`config.mk`:
```
export PLATFORM = sky130hd
export DESIGN_NAME = hmc_rsp_token_return
export DESIGN_NICKNAME = d
export VERILOG_FILES = /design/src/rtl/hmc_token_pkg.sv /design/src/rtl/hmc_token_stats_cnt.sv /design/src/rtl/hmc_rsp_token_return.sv
export SDC_FILE = /design/constraint.sdc
export NUM_CORES = 1
export LEC_CHECK = 0
export CELL_PAD_IN_SITES_DETAIL_PLACEMENT = 1
export CELL_PAD_IN_SITES_GLOBAL_PLACEMENT = 2
export CORE_MARGIN = 8
export CORE_UTILIZATION = 31
export DETAILED_ROUTE_END_ITERATION = 8
export PLACE_DENSITY_LB_ADDON = 0.08
export RECOVER_POWER = 50
export SLEW_MARGIN = 5
export SYNTH_ARGS = -nofsm -noshare
export SYNTH_HDL_FRONTEND = slang
export SYNTH_SLANG_ARGS = --single-unit
```
`constraint.sdc`:
```
create_clock -name clk_hmc -period 4.99 [get_ports clk_hmc]
set_clock_uncertainty 0.05 [all_clocks]
set_input_delay 0.499 -clock clk_hmc [delete_from_list [all_inputs] [get_ports clk_hmc]]
set_output_delay 0.499 -clock clk_hmc [all_outputs]
set_load 0.02 [all_outputs]
```
`src/rtl/hmc_token_pkg.sv`:
```
// Shared types and helpers for the HMC responder token-return logic.
// Used by hmc_rsp_token_return and, when HMC_TOKEN_STATS_EN is defined, hmc_token_stats_cnt.
package hmc_token_pkg;

    localparam int RTC_W = 5;
    localparam logic [RTC_W-1:0] RTC_MAX = 5'd31;

    typedef enum logic [1:0] {
        IDLE = 2'd0,
        WAIT = 2'd1,
        REQ  = 2'd2
    } tret_state_t;

    // Clamp a token count to what a single RTC field can carry.
    function automatic logic [RTC_W-1:0] min_rtc(input logic [31:0] tokens);
        if (tokens > 32'(RTC_MAX)) begin
            return RTC_MAX;
        end
        return tokens[RTC_W-1:0];
    endfunction

endpackage

```
`src/rtl/hmc_token_stats_cnt.sv`:
```
// Wrapping 32-bit accumulator of returned tokens; only compiled when HMC_TOKEN_STATS_EN is defined.
// Cleared only by the asynchronous reset so totals survive link retraining.
`ifdef HMC_TOKEN_STATS_EN
module hmc_token_stats_cnt
    import hmc_token_pkg::*;
(
    input  logic             clk,
    input  logic             rst_n,
    input  logic             inc_en,
    input  logic [RTC_W-1:0] inc_val,
    output logic [31:0]      count
);

    logic [31:0] count_q;
    logic [31:0] count_d;

    always_comb begin
        count_d = count_q;
        if (inc_en) begin
            count_d = count_q + 32'(inc_val);
        end
    end

    always_ff @(posedge clk or negedge rst_n) begin
        if (!rst_n) begin
            count_q <= '0;
        end else begin
            count_q <= count_d;
        end
    end

    assign count = count_q;

endmodule
`endif

```
`src/rtl/hmc_rsp_token_return.sv`:
```
// Responder-side HMC link token return: piggybacks freed input-buffer tokens on response tails, else requests a TRET.
// Defining HMC_TOKEN_STATS_EN adds stat_piggy_tokens / stat_tret_tokens running totals.
module hmc_rsp_token_return
    import hmc_token_pkg::*;
#(
    parameter int FPW                = 4,
    parameter int LOG_FPW            = 2,
    parameter int LOG_MAX_HMC_TOKENS = 10,
    parameter int TRET_THRESHOLD     = 8,
    parameter int TRET_IDLE_CYCLES   = 16
) (
    input  logic                          clk_hmc,
    input  logic                          res_n_hmc,
    input  logic                          link_up,
    input  logic [LOG_FPW:0]              flits_freed,
    input  logic                          rsp_tail_valid,
    output logic [RTC_W-1:0]              rsp_rtc,
    output logic                          tret_valid,
    input  logic                          tret_ready,
    output logic [RTC_W-1:0]              tret_rtc,
    output logic [LOG_MAX_HMC_TOKENS:0]   tokens_pending,
    output logic                          overflow_err
`ifdef HMC_TOKEN_STATS_EN
    ,
    output logic [31:0]                   stat_piggy_tokens,
    output logic [31:0]                   stat_tret_tokens
`endif
);

    localparam int PW = LOG_MAX_HMC_TOKENS + 1;
    localparam int CW = $clog2(TRET_IDLE_CYCLES + 1);
    localparam logic [PW:0]      MAX_TOKENS = (PW+1)'(2 ** LOG_MAX_HMC_TOKENS);
    localparam logic [PW-1:0]    THRESHOLD  = PW'(TRET_THRESHOLD);
    localparam logic [CW-1:0]    CNT_LAST   = CW'(TRET_IDLE_CYCLES - 1);
    localparam logic [LOG_FPW:0] FPW_MAX    = (LOG_FPW+1)'(FPW);

    tret_state_t      state_q, state_d;
    logic [CW-1:0]    idle_cnt_q, idle_cnt_d;
    logic [PW-1:0]    pending_q, pending_d;
    logic             tret_valid_q, tret_valid_d;
    logic [RTC_W-1:0] tret_rtc_q, tret_rtc_d;
    logic             overflow_q, overflow_d;

    logic [PW-1:0]    reserved;
    logic [PW-1:0]    avail;
    logic [RTC_W-1:0] avail_rtc;
    logic             avail_ge_th;
    logic             tret_acc;
    logic [RTC_W-1:0] piggy_amt;
    logic [RTC_W-1:0] tret_amt;
    logic [PW:0]      pending_sum;

    // Tokens promised to an outstanding TRET are fenced off so a tail cannot return them again.
    assign reserved    = (state_q == REQ) ? {{(PW-RTC_W){1'b0}}, tret_rtc_q} : '0;
    assign avail       = pending_q - reserved;
    assign avail_rtc   = min_rtc(32'(avail));
    assign avail_ge_th = (avail >= THRESHOLD);
    assign tret_acc    = tret_valid_q & tret_ready;
    assign piggy_amt   = rsp_tail_valid ? avail_rtc : '0;
    assign tret_amt    = tret_acc ? tret_rtc_q : '0;
    assign pending_sum = {1'b0, pending_q} + (PW+1)'(flits_freed)
                       - (PW+1)'(piggy_amt) - (PW+1)'(tret_amt);

    // State register
    always_ff @(posedge clk_hmc or negedge res_n_hmc) begin
        if (!res_n_hmc) begin
            state_q      <= IDLE;
            idle_cnt_q   <= '0;
            pending_q    <= '0;
            tret_valid_q <= 1'b0;
            tret_rtc_q   <= '0;
            overflow_q   <= 1'b0;
        end else begin
            state_q      <= state_d;
            idle_cnt_q   <= idle_cnt_d;
            pending_q    <= pending_d;
            tret_valid_q <= tret_valid_d;
            tret_rtc_q   <= tret_rtc_d;
            overflow_q   <= overflow_d;
        end
    end

    // Next-state logic
    always_comb begin
        state_d    = state_q;
        idle_cnt_d = idle_cnt_q;
        if (!link_up) begin
            state_d    = IDLE;
            idle_cnt_d = '0;
        end else begin
            unique case (state_q)
                IDLE: begin
                    idle_cnt_d = '0;
                    if (avail_ge_th) begin
                        state_d = WAIT;
                    end
                end
                WAIT: begin
                    if (!avail_ge_th) begin
                        state_d    = IDLE;
                        idle_cnt_d = '0;
                    end else if (rsp_tail_valid) begin
                        idle_cnt_d = '0;
                    end else if (idle_cnt_q == CNT_LAST) begin
                        state_d    = REQ;
                        idle_cnt_d = '0;
                    end else begin
                        idle_cnt_d = idle_cnt_q + 1'b1;
                    end
                end
                REQ: begin
                    if (tret_acc) begin
                        state_d = IDLE;
                    end
                end
                default: begin
                    state_d    = IDLE;
                    idle_cnt_d = '0;
                end
            endcase
        end
    end

    // Output and token-accounting logic
    always_comb begin
        pending_d    = pending_q;
        tret_valid_d = tret_valid_q;
        tret_rtc_d   = tret_rtc_q;
        overflow_d   = overflow_q;
        if (!link_up) begin
            pending_d    = '0;
            tret_valid_d = 1'b0;
            tret_rtc_d   = '0;
            overflow_d   = 1'b0;
        end else begin
            if (pending_sum > MAX_TOKENS) begin
                pending_d  = MAX_TOKENS[PW-1:0];
                overflow_d = 1'b1;
            end else begin
                pending_d = pending_sum[PW-1:0];
            end
            if (state_q == WAIT && state_d == REQ) begin
                tret_valid_d = 1'b1;
                tret_rtc_d   = avail_rtc;
            end else if (tret_acc) begin
                tret_valid_d = 1'b0;
            end
        end
    end

    assign rsp_rtc        = avail_rtc;
    assign tret_valid     = tret_valid_q;
    assign tret_rtc       = tret_rtc_q;
    assign tokens_pending = pending_q;
    assign overflow_err   = overflow_q;

`ifdef HMC_TOKEN_STATS_EN
    hmc_token_stats_cnt u_stat_piggy (
        .clk     (clk_hmc),
        .rst_n   (res_n_hmc),
        .inc_en  (link_up & rsp_tail_valid),
        .inc_val (piggy_amt),
        .count   (stat_piggy_tokens)
    );

    hmc_token_stats_cnt u_stat_tret (
        .clk     (clk_hmc),
        .rst_n   (res_n_hmc),
        .inc_en  (link_up & tret_acc),
        .inc_val (tret_amt),
        .count   (stat_tret_tokens)
    );
`endif

    a_flits_freed_legal : assert property (
        @(posedge clk_hmc) disable iff (!res_n_hmc) flits_freed <= FPW_MAX
    );

endmodule

```
==> impl_metrics.ini, run 1 <==
; implementation run metrics
[status]
status = complete, but fails checks
violations = negative setup slack

[power_and_ir_drop]
leakage_uw = 0.00167
ir_worst_vdd_v = 0.000513
finalPower_uw = 2860

[floorplanning]
fp.dieW_um = 104
io_pins = 31
initCoreUtil_pct = 31.7
row_count = 32

[sta]
finalSetupViolations = 12
max_slew_margin_pct = 2.74
finalSetupTns_ns = -1.29
fin_ws_ns = -0.147
rsz0062_at_grt = true
final_max_slew_viol_count = 0
hold_viol = 0

[placed_design]
place_area_um2 = 3310
placed_cells = 447

[layout]
final_util_pct = 49.3
layout_top_cell = buf_4
fin_nets = 415

[cts]
clk_pin_slew_ns = 0.10
cts_resized = 24
cts_made_buffers = 3
tritoncts = yes

[route]
drc = 0
wirelength_um = 8120
drt-pass1-iter-count = 4

[yosys]
synth_flops = 25
ys_async_sr_fraction_pct = 100
synth.area.mux_share_pct = 2.63
ff_type = dfrtp_1
ys_sh_simple_pct = 25.3
yosysUniqueCellTypes = 67
yosysCellCount = 262
synthCells = 262

[global_routing]
grt_pass1_vias = 2679
overflow = 0
grt_antenna_before_repair = 0

[setup_path]
crit_slowest_cell = fa_1
crit_type = reg -> reg
start_kind = flip-flop
run 1: registers in the layout, indices dropped and copies added, names as in the netlist:
signal	cells
tret_valid	1
idle_cnt_q	5
overflow_err	1
tokens_pending	11
state_q	2
tret_rtc	5
run 1: report_power, final:
part | total [uW] | leakage [uW] | switching, uW | internal, uW
logic | 2470 | 0.00130 | 1160 | 1310
registers | 264 | 0.000341 | 30.7 | 234
clock network | 130 | 0.0000217 | 73.6 | 56.8
total | 2860 | 0.00167 | 1260 | 1600
run 1: final cells by class:
| type | count | area, um^2 |
|---|---|---|
| Fill cell | 895 | 3870 |
| Multi-Input combinational cell | 210 | 1960 |
| Timing Repair Buffer | 109 | 912 |
| Sequential cell | 25 | 626 |
| Tap cell | 102 | 128 |
| Inverter | 25 | 93.8 |
| Clock buffer | 3 | 41.3 |
| Clock inverter | 1 | 7.51 |
run 1: worst paths after layout:
path                       depth (start not counted)                     endpoint                       from  slack, ns
setup / recovery                                  22     overflow_err$_DFFE_PN0P_       state_q[0]$_DFF_PN0_      -0.15
hold / removal                                     1    idle_cnt_q[4]$_DFFE_PN0P_  idle_cnt_q[4]$_DFFE_PN0P_       0.45
setup reg to reg                                  22     overflow_err$_DFFE_PN0P_       state_q[0]$_DFF_PN0_      -0.15
hold reg to reg                                    1    idle_cnt_q[4]$_DFFE_PN0P_  idle_cnt_q[4]$_DFFE_PN0P_       0.45
max in group asynchronous                          2  tokens_pending[6]$_DFF_PN0_                  res_n_hmc       3.01
min in group asynchronous                          2      tret_rtc[0]$_DFFE_PN0P_                  res_n_hmc       1.03
run 1: cell usage after synthesis, types with 2 or more instances:
| library cell | number | area share (%) |
|---|---|---|
| o311ai_1 | 2 | 0.72 |
| a2111o_1 | 2 | 0.93 |
| or3_1 | 2 | 0.52 |
| nor4b_1 | 2 | 0.72 |
| dfrtp_1 | 25 | 26 |
| nor2_1 | 21 | 3.3 |
| nand2b_1 | 5 | 1.3 |
| nor4_1 | 2 | 0.52 |
| o21a_1 | 2 | 0.62 |
| xor2_1 | 5 | 1.8 |
| and4_1 | 2 | 0.72 |
| xnor2_1 | 2 | 0.72 |
| nor3_1 | 3 | 0.62 |
| inv_1 | 25 | 3.9 |
| nand2_2 | 2 | 0.52 |
| nor3b_1 | 5 | 1.5 |
| fa_1 | 9 | 7.4 |
| and2_1 | 3 | 0.77 |
| ha_1 | 24 | 12 |
| a21oi_1 | 8 | 1.7 |
| nand2_1 | 26 | 4.0 |
| nand3_1 | 14 | 2.9 |
| o21ai_1 | 5 | 1.0 |
| nor2b_1 | 7 | 1.8 |
| a221oi_1 | 2 | 0.72 |
| o31a_1 | 2 | 0.72 |
| and3_1 | 3 | 0.77 |
| o21a_2 | 2 | 0.72 |
| o21ai_0 | 5 | 1.0 |
| or4_1 | 2 | 0.62 |
| a21o_1 | 2 | 0.62 |
| mux2i_1 | 5 | 2.1 |
| a31oi_1 | 2 | 0.52 |
run 1: routing by layer:
metal / wire (um) / global-route usage [%] / up-vias
met1: 3640 / 18.4 / 1191
met2: 4260 / 28.4 / 25
met3: 139 / 1.61 / 7
met4: 82 / 3.10 / 0
met5: 0 / 0 / -
li1: - / - / 1166
Fig. 1: run 1, metal 2
Scale bar: 20 um.
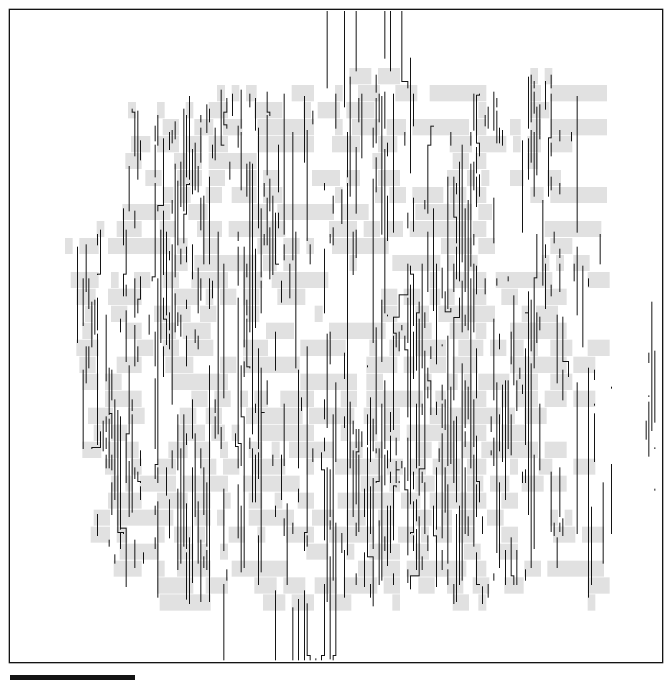
The layer carries 4260 um of wire. The wires run mostly vertical. The longest straight run is 59.5 um.

Fig. 2: run 1, the metal 1 layer
Scale bar: 20 um. Supply wires on this layer in gray.
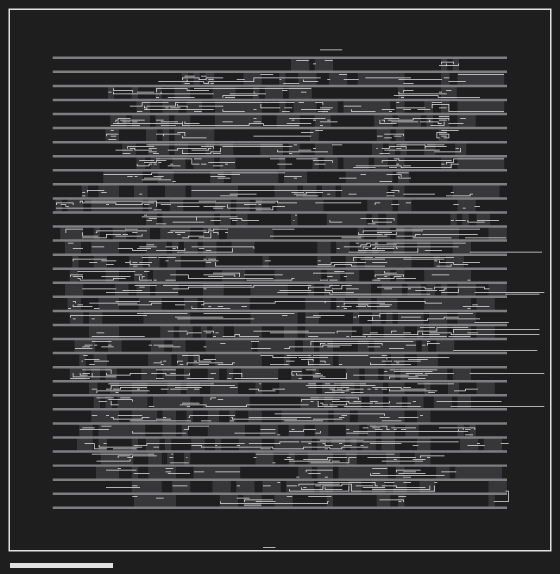
The wires run mostly horizontal. The layer carries 3640 um of wire.

Fig. 3: run 1, cells by drive strength
Scale bar: 20 um.
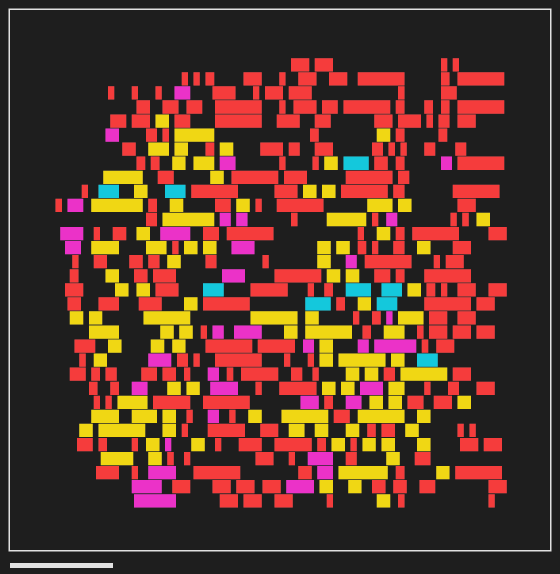
Key: red = x1 and smaller [cells 228, share 61%]; yellow = x3 and x4 [cells 101, share 27%]; magenta = x2 [cells 35, share 9.4%]; cyan = x6 and larger [cells 9, share 2.4%]

Fig. 4: run 1, close-up of the layout
Scale bar: 10 um. Window x 32 to 72, y 11 to 51 um. Cells in gray, sequential cells in the stronger gray; small squares are vias.
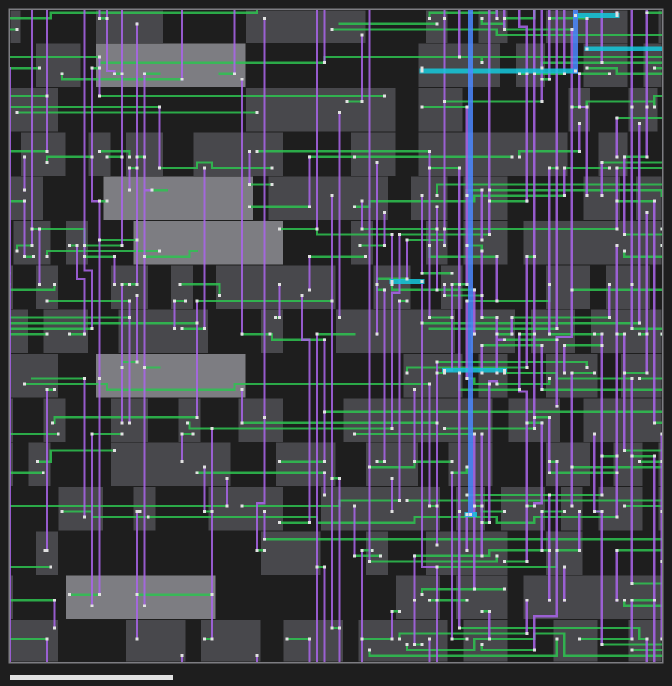
Key: cyan = M3; purple = M2; green = M1; blue = M4
93 logic cells have their middle in the window. Most frequent: buf_4 (22), inv_1 (9), nand2_1 (7). Sequential cells in the window: 5. Netlist names of flops here include tokens_pending (5).

==> inputs of run 2 (changes only) <==
PLACE_DENSITY_LB_ADDON = 0.1   (was 0.08)
SKIP_CTS_REPAIR_TIMING = 1   (was not set)
Fig. 5: run 2, cells by drive strength
Scale bar: 20 um.
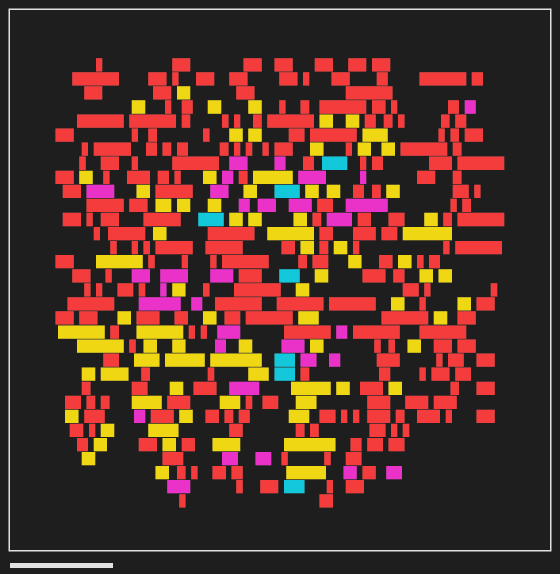
Key: yellow = x3 and x4 [cells 79, share 22%]; red = x1 and smaller [cells 235, share 67%]; cyan = x6 and larger [cells 7, share 2.0%]; magenta = x2 [cells 32, share 9.1%]

==> run 2 against run 1 <==
  * Critical path depth is the same
  * Worst setup slack got worse by 0.011 ns
  * Clock power barely moved
  * Largest power group unchanged
  * Utilization is 2.7 points lower
  * Highest routed layer unchanged
  * First-iteration DRC count decreased by 5.6%
  * Power decreased by 6.7%
  * Largest cell class unchanged
  * The run still ends with negative setup slack left
  * Combinational power fell by 8.1%
==> impl_metrics.ini, run 2 <==
; implementation run metrics
[status]
status = complete, but fails checks
violations = negative setup slack

[placed_design]
placed_cells = 441
place_area_um2 = 3270

[route]
drt-pass1-iter-count = 4
drc = 0
wirelength_um = 7850

[yosys]
synth_flops = 25
synth_area_leader_cell = dfrtp_1
ff_type = dfrtp_1
ys_async_sr_fraction_pct = 100
ys_top_cells_by_count = nand2_1, dfrtp_1, inv_1
top_area_share_pct = 25.8
area_leaders = dfrtp_1, ha_1, fa_1

[hold_path]
min_from = idle_cnt_q[4]$_DFFE_PN0P_
worstHoldEndpoint = idle_cnt_q[4]$_DFFE_PN0P_

[global_routing]
grt_antenna_before_repair = 0
grt_pass1_vias = 2503
overflow = 0

[cts]
cts_made_buffers = 3
tritoncts = yes
clk_pin_slew_ns = 0.10

[floorplanning]
row_count = 32
initCoreUtil_pct = 31.7
io_pins = 31
fp.dieW_um = 104

[setup_path]
r2r_slack_ns = -0.16
start_kind = flip-flop
crit_type = reg -> reg
r2r_end = overflow_err$_DFFE_PN0P_
reg2reg_from = state_q[0]$_DFF_PN0_

[sta]
final_max_slew_viol_count = 0
finalSetupViolations = 10
hold_viol = 0
fin_ws_ns = -0.158
rsz0062_at_grt = true

[layout]
layout_top_cell = buf_4
largest_reg_flops = 11

[power_and_ir_drop]
ir_worst_vdd_v = 0.000481
leakage_uw = 0.00154
## run 2: worst max path at each step
stage	endpoint	from	cells past startpoint	slack, ns
finish	overflow_err$_DFFE_PN0P_	state_q[0]$_DFF_PN0_	22	-0.16
global route	overflow_err$_DFFE_PN0P_	state_q[0]$_DFF_PN0_	22	-0.33
CTS	overflow_err$_DFFE_PN0P_	state_q[0]$_DFF_PN0_	22	-0.14
detailed placement	overflow_err$_DFFE_PN0P_	state_q[0]$_DFF_PN0_	22	-0.13
global placement	tokens_pending[1]$_DFF_PN0_	state_q[0]$_DFF_PN0_	20	-0.04
floorplan	overflow_err$_DFFE_PN0P_	state_q[0]$_DFF_PN0_	22	-0.18
## run 2: area by class of cell
type,count,area (um^2)
Fill cell,877,4080
Multi-Input combinational cell,210,1910
Timing Repair Buffer,89,754
Sequential cell,25,626
Tap cell,102,128
Inverter,25,93.8
Clock buffer,3,41.3
Clock inverter,1,7.51
## run 2: report_power, final
part	switching [uW]	internal (uW)	total, uW	leakage, uW
logic	1140	1130	2270	0.00118
clock network	75.6	56.9	132	0.0000217
registers	30.9	234	264	0.000341
total	1250	1420	2670	0.00154
## run 2: cells by family after synthesis
family | Yosys count | share of synthesized area (%)
and+or+nand+nor | 110 | 25.3
xor gates and xnor gates | 7 | 2.53
buffers and inverters | 27 | 4.33
DFF | 25 | 25.8
muxes | 6 | 2.63
AOI/OAI and AO/OA | 54 | 19.6
adders and majority gates | 33 | 19.8
## run 2: stage by stage
| step | utilization [%] | setup TNS, ns | hold slack [ns] | total power [uW] |
|---|---|---|---|---|
| 6_report | 46.6 | -0.820 | 0.458 | 2670 |
| 5_1_grt | 46.6 | -3.07 | 0.496 | 2890 |
| 4_1_cts | 43.4 | -0.833 | 0.471 | 2300 |
| 3_5_place_dp | 42.8 | -0.580 | 0.448 | 2160 |
| 3_3_place_gp | 42.8 | -0.0684 | 0.436 | 2140 |
| 2_1_floorplan | - | -0.366 | 0.153 | 1420 |
## run 2: routing by layer
metal	GRT usage [%]	routed length [um]	vias to the layer above
met3	2.23	234	4
met1	19.7	3950	1147
met5	0	0	-
met2	23.0	3610	28
met4	2.28	53	0
li1	-	-	1127
## run 2: worst max-delay path: stages, from the launching register on
cell and delay (ns):
dfrtp_1 0.42, nor2b_4 0.16, and2_1 0.14, ha_2 0.18, inv_2 0.04, fa_2 0.35
a211oi_2 0.19, o21ai_1 0.11, mux2i_2 0.31, nand3_2 0.13, and2_4 0.17, fa_1 0.46
fa_1 0.49, inv_1 0.04, ha_2 0.17, inv_2 0.05, fa_2 0.20, nand2b_4 0.14
a21oi_4 0.07, or4_4 0.43, a32oi_2 0.26, a41oi_4 0.20, o31a_1 0.28
Power and IR drop assume default switching activity.
